## config.mk

```make
export PLATFORM = sky130hd
export DESIGN_NAME = swap_reg_file_flat
export DESIGN_NICKNAME = d
export VERILOG_FILES = /design/src/rtl/swap_reg_file_if.sv /design/src/rtl/swap_reg_file.sv /design/src/flat_wrapper.sv
export SDC_FILE = /design/constraint.sdc
export NUM_CORES = 1
export LEC_CHECK = 0
export CORE_MARGIN = 1.5
export CORE_UTILIZATION = 64
export DETAILED_ROUTE_END_ITERATION = 10
export DONT_BUFFER_PORTS = 1
export GPL_ROUTABILITY_DRIVEN = 1
export PLACE_DENSITY = 0.8
export SETUP_SLACK_MARGIN = 0.15
export SYNTH_ARGS = -nofsm -noshare
export SYNTH_HDL_FRONTEND = slang
export SYNTH_SLANG_ARGS = --single-unit
```

## constraint.sdc

```tcl
create_clock -name clk -period 3.47 [get_ports clk]
set_input_delay 1.041 -clock clk [delete_from_list [all_inputs] [get_ports clk]]
set_output_delay 1.041 -clock clk [all_outputs]
set_load 0.005 [all_outputs]
```

## src/rtl/swap_reg_file_if.sv

```systemverilog
// Host-side bundle for swap_reg_file: write port, read port, swap control and status.
interface swap_reg_file_if #(
  parameter int unsigned ADDR_W = 3,
  parameter int unsigned DATA_W = 8
);
  logic              we;
  logic [ADDR_W-1:0] address_w;
  logic [DATA_W-1:0] data_w;
  logic [ADDR_W-1:0] address_r;
  logic [DATA_W-1:0] data_r;
  logic              swap_req;
  logic [ADDR_W-1:0] swap_a;
  logic [ADDR_W-1:0] swap_b;
  logic              swap_busy;
  logic              swap_done;
  logic              wr_drop;

  modport master (
    output we, address_w, data_w, address_r, swap_req, swap_a, swap_b,
    input  data_r, swap_busy, swap_done, wr_drop
  );

  modport slave (
    input  we, address_w, data_w, address_r, swap_req, swap_a, swap_b,
    output data_r, swap_busy, swap_done, wr_drop
  );
endinterface

```

## src/rtl/swap_reg_file.sv

```systemverilog
// Register file with one write port, combinational read port and an in-place
// swap engine that time-shares the single write port over a 4-state FSM.
module swap_reg_file #(
  parameter int unsigned ADDR_W = 3,
  parameter int unsigned DATA_W = 8
) (
  input logic              clk,
  input logic              rst_n,
  swap_reg_file_if.slave   bus
);
  localparam int unsigned DEPTH = 2 ** ADDR_W;

  typedef enum logic [1:0] {IDLE, READ, WR_A, WR_B} state_e;

  state_e            state_q;
  logic [DATA_W-1:0] mem_q [DEPTH];
  logic [ADDR_W-1:0] addr_a_q, addr_b_q;
  logic [DATA_W-1:0] tmp_a_q, tmp_b_q;
  logic              done_q, drop_q;

  // Next write to the physical port: host owns it in IDLE, the swap otherwise.
  logic              wr_en_d;
  logic [ADDR_W-1:0] wr_addr_d;
  logic [DATA_W-1:0] wr_data_d;

  always_comb begin
    wr_en_d   = 1'b0;
    wr_addr_d = bus.address_w;
    wr_data_d = bus.data_w;
    unique case (state_q)
      IDLE: wr_en_d = bus.we;
      WR_A: begin
        wr_en_d   = 1'b1;
        wr_addr_d = addr_a_q;
        wr_data_d = tmp_b_q;
      end
      WR_B: begin
        wr_en_d   = 1'b1;
        wr_addr_d = addr_b_q;
        wr_data_d = tmp_a_q;
      end
      default: wr_en_d = 1'b0;
    endcase
  end

  always_ff @(posedge clk or negedge rst_n) begin
    if (!rst_n) begin
      for (int unsigned i = 0; i < DEPTH; i++) mem_q[i] <= '0;
    end else if (wr_en_d) begin
      mem_q[wr_addr_d] <= wr_data_d;
    end
  end

  always_ff @(posedge clk or negedge rst_n) begin
    if (!rst_n) begin
      state_q  <= IDLE;
      addr_a_q <= '0;
      addr_b_q <= '0;
      tmp_a_q  <= '0;
      tmp_b_q  <= '0;
      done_q   <= 1'b0;
      drop_q   <= 1'b0;
    end else begin
      done_q <= 1'b0;
      drop_q <= bus.we && (state_q != IDLE);
      unique case (state_q)
        IDLE: begin
          if (bus.swap_req) begin
            addr_a_q <= bus.swap_a;
            addr_b_q <= bus.swap_b;
            state_q  <= READ;
          end
        end
        // Capture one edge after acceptance so a same-edge host write is seen.
        READ: begin
          tmp_a_q <= mem_q[addr_a_q];
          tmp_b_q <= mem_q[addr_b_q];
          state_q <= WR_A;
        end
        WR_A: state_q <= WR_B;
        WR_B: begin
          done_q  <= 1'b1;
          state_q <= IDLE;
        end
        default: state_q <= IDLE;
      endcase
    end
  end

  assign bus.data_r    = mem_q[bus.address_r];
  assign bus.swap_busy = (state_q != IDLE);
  assign bus.swap_done = done_q;
  assign bus.wr_drop   = drop_q;
endmodule
```

## src/flat_wrapper.sv

```systemverilog
// flat-port wrapper written by rule: the top's interface ports become plain ports
module swap_reg_file_flat 
#(
  parameter int unsigned ADDR_W = 3,
  parameter int unsigned DATA_W = 8
)
  (clk, rst_n, bus_we, bus_address_w, bus_data_w, bus_address_r, bus_swap_req, bus_swap_a, bus_swap_b, bus_data_r, bus_swap_busy, bus_swap_done, bus_wr_drop);
  swap_reg_file_if #(.ADDR_W(ADDR_W), .DATA_W(DATA_W)) bus_i ();
  input logic clk;
  input logic rst_n;
  input wire logic [$bits(bus_i.we)-1:0] bus_we;
  input wire logic [$bits(bus_i.address_w)-1:0] bus_address_w;
  input wire logic [$bits(bus_i.data_w)-1:0] bus_data_w;
  input wire logic [$bits(bus_i.address_r)-1:0] bus_address_r;
  input wire logic [$bits(bus_i.swap_req)-1:0] bus_swap_req;
  input wire logic [$bits(bus_i.swap_a)-1:0] bus_swap_a;
  input wire logic [$bits(bus_i.swap_b)-1:0] bus_swap_b;
  output wire logic [$bits(bus_i.data_r)-1:0] bus_data_r;
  output wire logic [$bits(bus_i.swap_busy)-1:0] bus_swap_busy;
  output wire logic [$bits(bus_i.swap_done)-1:0] bus_swap_done;
  output wire logic [$bits(bus_i.wr_drop)-1:0] bus_wr_drop;
  assign bus_i.we = bus_we;
  assign bus_i.address_w = bus_address_w;
  assign bus_i.data_w = bus_data_w;
  assign bus_i.address_r = bus_address_r;
  assign bus_i.swap_req = bus_swap_req;
  assign bus_i.swap_a = bus_swap_a;
  assign bus_i.swap_b = bus_swap_b;
  assign bus_data_r = bus_i.data_r;
  assign bus_swap_busy = bus_i.swap_busy;
  assign bus_swap_done = bus_i.swap_done;
  assign bus_wr_drop = bus_i.wr_drop;
  swap_reg_file #(.ADDR_W(ADDR_W), .DATA_W(DATA_W)) u_core (.clk(clk), .rst_n(rst_n), .bus(bus_i));
endmodule
```

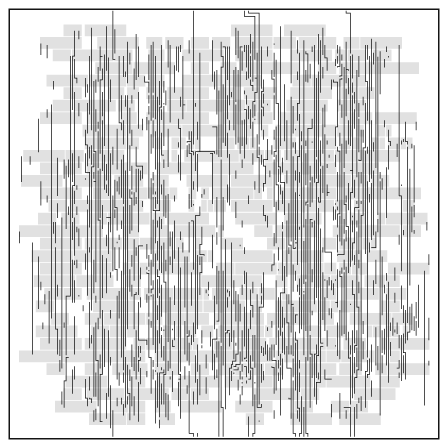
Fig. 1. Signal wires on met2 (run 1).
longest straight run: 52.0 um
wire length on this layer: 6100 um
main direction: vertical
nets with wire on the layer: 383
via count: 3596
final WL: 12700 um
GR Util met2: 0.495

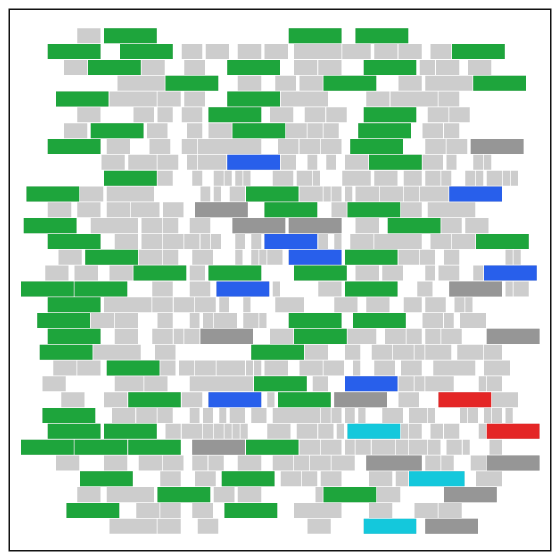
Fig. 2. Sequential cells coloured by netlist name (run 1).
Other sequential cells in the stronger grey, the rest of the logic in the fainter grey.
| colour | netlist name | placed flops |
|---|---|---|
| cyan | u_core.addr_a_q | 3 |
| red | u_core.state_q | 2 |
| green | u_core.mem_q | 64 |
| blue | u_core.tmp_a_q | 8 |
flop share of the area: 0.415
Final Util: 0.700
Reg area: 0.00225 mm2
Flop+latch power: 0.00202 W

==> CHANGELOG.md, run 1 <==
## Flow update

- Layout non-clock buf frac: 0.00414
- Design area: 0.00544 mm2
- Ao+oa area frac: 0.0921
- Worst-margin pin slew: 1.08 ns
- Vias/cell: 6.97
- #MultiIn Comb: 286
- Share of cells above drive strength 1: 0.292
- Tmin final: 2.95 ns
- Worst min path class: primary input to async pin
- Flop pwr share: 0.353
- DP HPWL: 7870 um
- Hold bufs inserted after CTS: 0
- Status: completed
- Yosys synthesis chip area: 0.00516 mm2
- CTS-repair resized insts: 0
- Non-clk bufs: 3
- Global-route wire length before repair: 19700 um
- Placed cell count: 500
- Largest Register: u_core.mem_q
- Simple-Gate Area Share: 0.0596
- Tot GR Track Use: 0.312
- Worst path buffer plus inverter count: 1
- CP Cell Sequence: inv_1 > ha_1 > nor2_1 > a21oi_1 > nand3_2 > mux2_2
- CP Launch Type: flop
- Most frequent logic cell in the layout: dfrtp_1
- Comb area leader: multiplexers
- Slowest cell on crit path: ha_1
- Die X-Extent: 92.8 um
- Worst setup path start: u_core.state_q[0]
- CP max stage delay: 0.60 ns
- Comb area share: 0.501
- DR WL/cell: 24.6 um
- Cell family with most CP delay: simple AND/OR/NAND/NOR gates
- Initial Util: 0.665
- Sw Ratio: 0.418
- ClkCell Share: 0.0435
- Critical path class: flop to flop
- Yosys adder share: 0.0121
- Clk pwr share: 0.147
- Max Used Layer: met4
- Sw power: 0.00239 W
- Core Footprint: 0.00777 mm2
- Clk. pwr: 0.000842 W
- Global routing's busiest layer: met2
- Area grow syn2layout: 5.31%
- FF-to-FF Start: u_core.state_q[0]
- Logic area: 0.00273 mm2
- Crit share post-route: 0.850
- Main flop type: dfrtp_1
- Slew Viols, Final: 0
- Yosys warning tally: 0
- Net Count, Synth: 450
- Final WS setup: 0.521 ns
- Mux share: 0.364
- CTS tree: yes
- Worst VDD drop: 0.581 mV
- Seq/Total Area, Yosys: 0.436
- Max FFs per register: 64
- Crit-path max FO: 15
- R2R cell count: 6
- Internal: 0.00332 W
- XOR-XNOR Cells, Area Fraction: 0
- FF+latch count, synth: 90
- Worst hold margin: 0.351 ns
- Clk sinks: 90
- Critical path depth: 6
- Commonest cells post-synth: dfrtp_1 (90), mux2_2 (74), mux2i_1 (64), a22oi_1 (41), inv_1 (19)
- Post-synth EDFFs: 0
- First drt pass iteration count: 5
- Relative slew margins: 0.275
- Tool Warnings: 30
- Total power: 0.00571 W
- Number of DRC markers in iteration 0: 204
- Comb pwr: 0.00285 W
- Final tally of hold violations: 0
- Yosys cell types: 27
- CTS buffer count: 9
- Inverters: 19
- R2R Setup Slk: 0.52 ns
- Nets: 438
- Combinational cell fraction of total power: 0.499
- Clk_lat worst skew: 0.37 ns
- Met3 Usage GRT: 0.0944
- I/O pin total: 35
- Pwr dens: 1050 mW/mm2
- Unrepaired setup endpoints after global routing: no
- # setup viols final: 0
- Worst EP required: 3.73 ns
- Critical path data arrival time: 3.21 ns
- Filler Cells Inserted: 539
- H-tree levels: 3
- Largest class: combinational gates
- Yosys cell count: 421
- Ys async rst share: 1.00
- Finished Layout Cells: 516
- Top-area cell share: 0.436
- Die height: 92.8 um
- Die area: 0.00862 mm2
- Clock transition at path regs: 0.09 ns
- Port Buffers: 0
- Congestion Overflow GR: 0
- P_leak: 2.44 nW
- DRC: 0
- Biggest area cells: dfrtp_1 (44%), mux2_2 (16%), mux2i_1 (12%)
- Antenna viol nets, final: 0
- Met2 wire len: 6100 um
- Ant. Diodes: 0
- Flop count: 90
- CP Capture Type: flop
- Metal-1 WL: 5120 um
- Initial antenna violation count: 0
- Number of global-route vias before repair: 3666
- Clock tree buffer depth: 2
- FP Rows: 32
- Maximum capacitance violations: 0
- Setup crit end: u_core.mem_q[24]
- Met1 usage: 0.384
- Largest regs: u_core.mem_q: 64 flops, u_core.tmp_a_q: 8 flops, u_core.tmp_b_q: 8 flops
- Post-CTS setup buffer count: 0
- Dpl ws: 0.615 ns
- Largest net degree at the start of global routing: 91
- Syn Inst Count: 421
- Worst Clk Skew: 0.00957 ns
- Most frequent cells in the layout: dfrtp_1 (88), mux2_2 (74), mux2i_1 (64)
- RD Place Congestion: 0.831
- Cell Area, Synth: 0.00516 mm2
- Fin Setup TNS: 0 ns
- Met3 WL post-DR: 890 um
- Max Freq: 339 MHz
- Reg2reg end: u_core.mem_q[24]
- Clk root buf: clkbuf_8
- Biggest area consumer among synthesized cells: dfrtp_1
- Avg Cell Area, Syn: 12.3 um2
- Main power group: combinational logic
- N_taps: 102
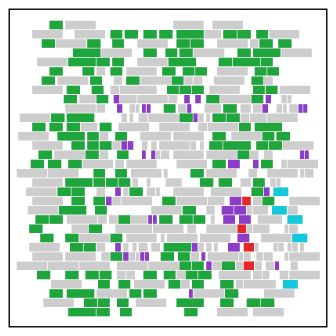
Fig. 3. Selected gate families (run 1).
| colour | family | cells |
|---|---|---|
| green | multiplexers | 158 |
| purple | NAND gates | 41 |
| red | AND-OR and OR-AND gates | 4 |
| cyan | adder and majority cells | 5 |

## Run 2: what changed since run 1
--- a/config.mk
+++ b/config.mk
@@ -6,11 +6,11 @@
 export NUM_CORES = 1
 export LEC_CHECK = 0
 export CORE_MARGIN = 1.5
-export CORE_UTILIZATION = 64
+export CORE_UTILIZATION = 58
 export DETAILED_ROUTE_END_ITERATION = 10
 export DONT_BUFFER_PORTS = 1
 export GPL_ROUTABILITY_DRIVEN = 1
-export PLACE_DENSITY = 0.8
+export PLACE_DENSITY = 0.76
 export SETUP_SLACK_MARGIN = 0.15
 export SYNTH_ARGS = -nofsm -noshare
 export SYNTH_HDL_FRONTEND = slang
==> constraint.sdc (replaced) <==
create_clock -name clk -period 2.35 [get_ports clk]
set_input_delay 0.705 -clock clk [delete_from_list [all_inputs] [get_ports clk]]
set_output_delay 0.705 -clock clk [all_outputs]
set_load 0.005 [all_outputs]
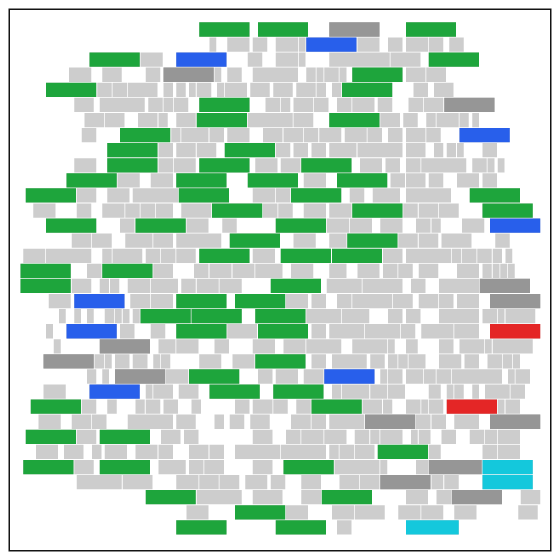
Fig. 4. Sequential cells coloured by netlist name (run 2).
Other sequential cells in the stronger grey, the rest of the logic in the fainter grey.
Flop+latch power: 0.00286 W
Final Util: 0.711

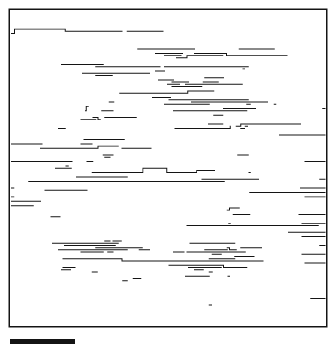
Fig. 5. M3 wires (run 2).
Bar = 20 um.
wire length on this layer: 1170 um
nets with wire on the layer: 71
share of all routed wire: 8.2%
main direction: horizontal
longest straight run: 60.3 um
final WL: 14300 um
met3 Usage GRT: 0.0669
via count: 3972

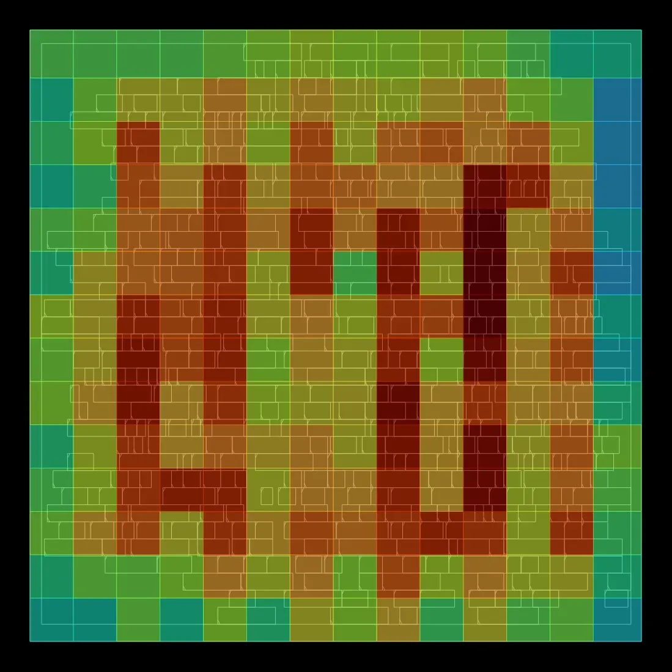
Fig. 6. Track usage over the die (run 2).
GR Util met2: 0.478
Tot GR Track Use: 0.308
met1 usage: 0.412
DR WL/cell: 24.0 um

==> run 2 against run 1 <==
Net effect:
- first-iteration DRC count up 73%
- combinational power is 100% higher
- critical path type is now flop to output pin
- non-clock buffer count grew 75
- final area up 13%
- highest routed layer unchanged
==> CHANGELOG.md, run 2 <==
## Flow update

- Commonest cells post-synth: dfrtp_1 (90), mux2_2 (74), mux2i_1 (64), a22oi_1 (41), inv_1 (19)
- Inverters: 19
- Net Count, Synth: 450
- Yosys warning tally: 0
- Clock transition at path regs: 0.10 ns
- Worst Clk Skew: 0.0119 ns
- Ant. Diodes: 0
- Number of DRC markers in iteration 0: 352
- Clk root buf: clkbuf_8
- Max Freq: 440 MHz
- Tmin final: 2.27 ns
- CTS tree: yes
- Syn Inst Count: 421
- Largest class: combinational gates
- Met2 wire len: 6750 um
- Die area: 0.00948 mm2
- Yosys synthesis chip area: 0.00516 mm2
- Worst-margin pin slew: 0.642 ns
- Clock tree buffer depth: 2
- CP Cell Sequence: mux4_2 > mux2_4
- Worst min path class: primary input to async pin
- Critical path class: flop to output pin
- Biggest area consumer among synthesized cells: dfrtp_1
- Filler Cells Inserted: 576
- Cell family with most CP delay: multiplexers
- Worst VDD drop: 0.753 mV
- XOR-XNOR Cells, Area Fraction: 0
- R2R cell count: 8
- Ao+oa area frac: 0.0921
- ClkCell Share: 0.0327
- Worst hold margin: 0.0217 ns
- Seq/Total Area, Yosys: 0.436
- Top-area cell share: 0.436
- Finished Layout Cells: 597
- Main flop type: dfrtp_1
- Worst EP required: 1.64 ns
- Metal-1 WL: 5870 um
- N_taps: 108
- I/O pin total: 35
- Final WS setup: 0.0764 ns
- P_leak: 2.86 nW
- Pwr dens: 1570 mW/mm2
- Max FFs per register: 64
- First drt pass iteration count: 5
- Global-route wire length before repair: 22200 um
- Most frequent logic cell in the layout: dfrtp_1
- Critical path data arrival time: 1.57 ns
- #MultiIn Comb: 286
- Comb pwr: 0.00574 W
- FP Rows: 34
- Biggest area cells: dfrtp_1 (44%), mux2_2 (16%), mux2i_1 (12%)
- Die X-Extent: 97.4 um
- Antenna viol nets, final: 0
- Relative slew margins: 0.571
- Status: completed
- Main power group: combinational logic
- Design area: 0.00617 mm2
- CTS-repair resized insts: 11
- Dpl ws: -0.0100 ns
- Reg area: 0.00225 mm2
- Ys async rst share: 1.00
- Initial antenna violation count: 0
- CTS buffer count: 9
- Post-CTS setup buffer count: 36
- CP Launch Type: flop
- Die height: 97.4 um
- Flop share of the area: 0.366
- Congestion Overflow GR: 0
- Sw power: 0.00404 W
- Avg Cell Area, Syn: 12.3 um2
- Sw Ratio: 0.416
- Non-clk bufs: 78
- Global routing's busiest layer: met2
- RD Place Congestion: 0.857
- Vias/cell: 6.65
- Worst setup path start: u_core.mem_q[61]
- Clk sinks: 90
- Max Used Layer: met4
- Simple-Gate Area Share: 0.0596
- Clk pwr share: 0.114
- Post-synth EDFFs: 0
- Critical path depth: 2
- Internal: 0.00566 W
- H-tree levels: 3
- Core Footprint: 0.00868 mm2
- Reg2reg end: u_core.mem_q[21]
- Comb area share: 0.462
- Total power: 0.00970 W
- Maximum capacitance violations: 0
- Largest regs: u_core.mem_q: 64 flops, u_core.tmp_a_q: 8 flops, u_core.tmp_b_q: 8 flops
- Nets: 513
- FF-to-FF Start: u_core.state_q[0]
- Unrepaired setup endpoints after global routing: yes
- Number of global-route vias before repair: 4038
- Layout non-clock buf frac: 0.106
- Setup crit end: bus_data_r[5]
- Worst path buffer plus inverter count: 0
- Largest net degree at the start of global routing: 91
- Area grow syn2layout: 19.5%
- Fin Setup TNS: 0 ns
- Flop count: 90
- Share of cells above drive strength 1: 0.417
- CP Capture Type: output pin
- Port Buffers: 0
- Initial Util: 0.595
- Final tally of hold violations: 0
- FF+latch count, synth: 90
- Hold bufs inserted after CTS: 0
- Crit share post-route: 0.967
- Flop pwr share: 0.294
- Most frequent cells in the layout: dfrtp_1 (88), buf_4 (68), mux2_2 (67)
- Comb area leader: multiplexers
- Logic area: 0.00285 mm2
- Slew Viols, Final: 0
- # setup viols final: 0
- Crit-path max FO: 3
- R2R Setup Slk: 0.14 ns
- Clk_lat worst skew: 0.37 ns
Power is estimated from default activity; no workload was simulated.
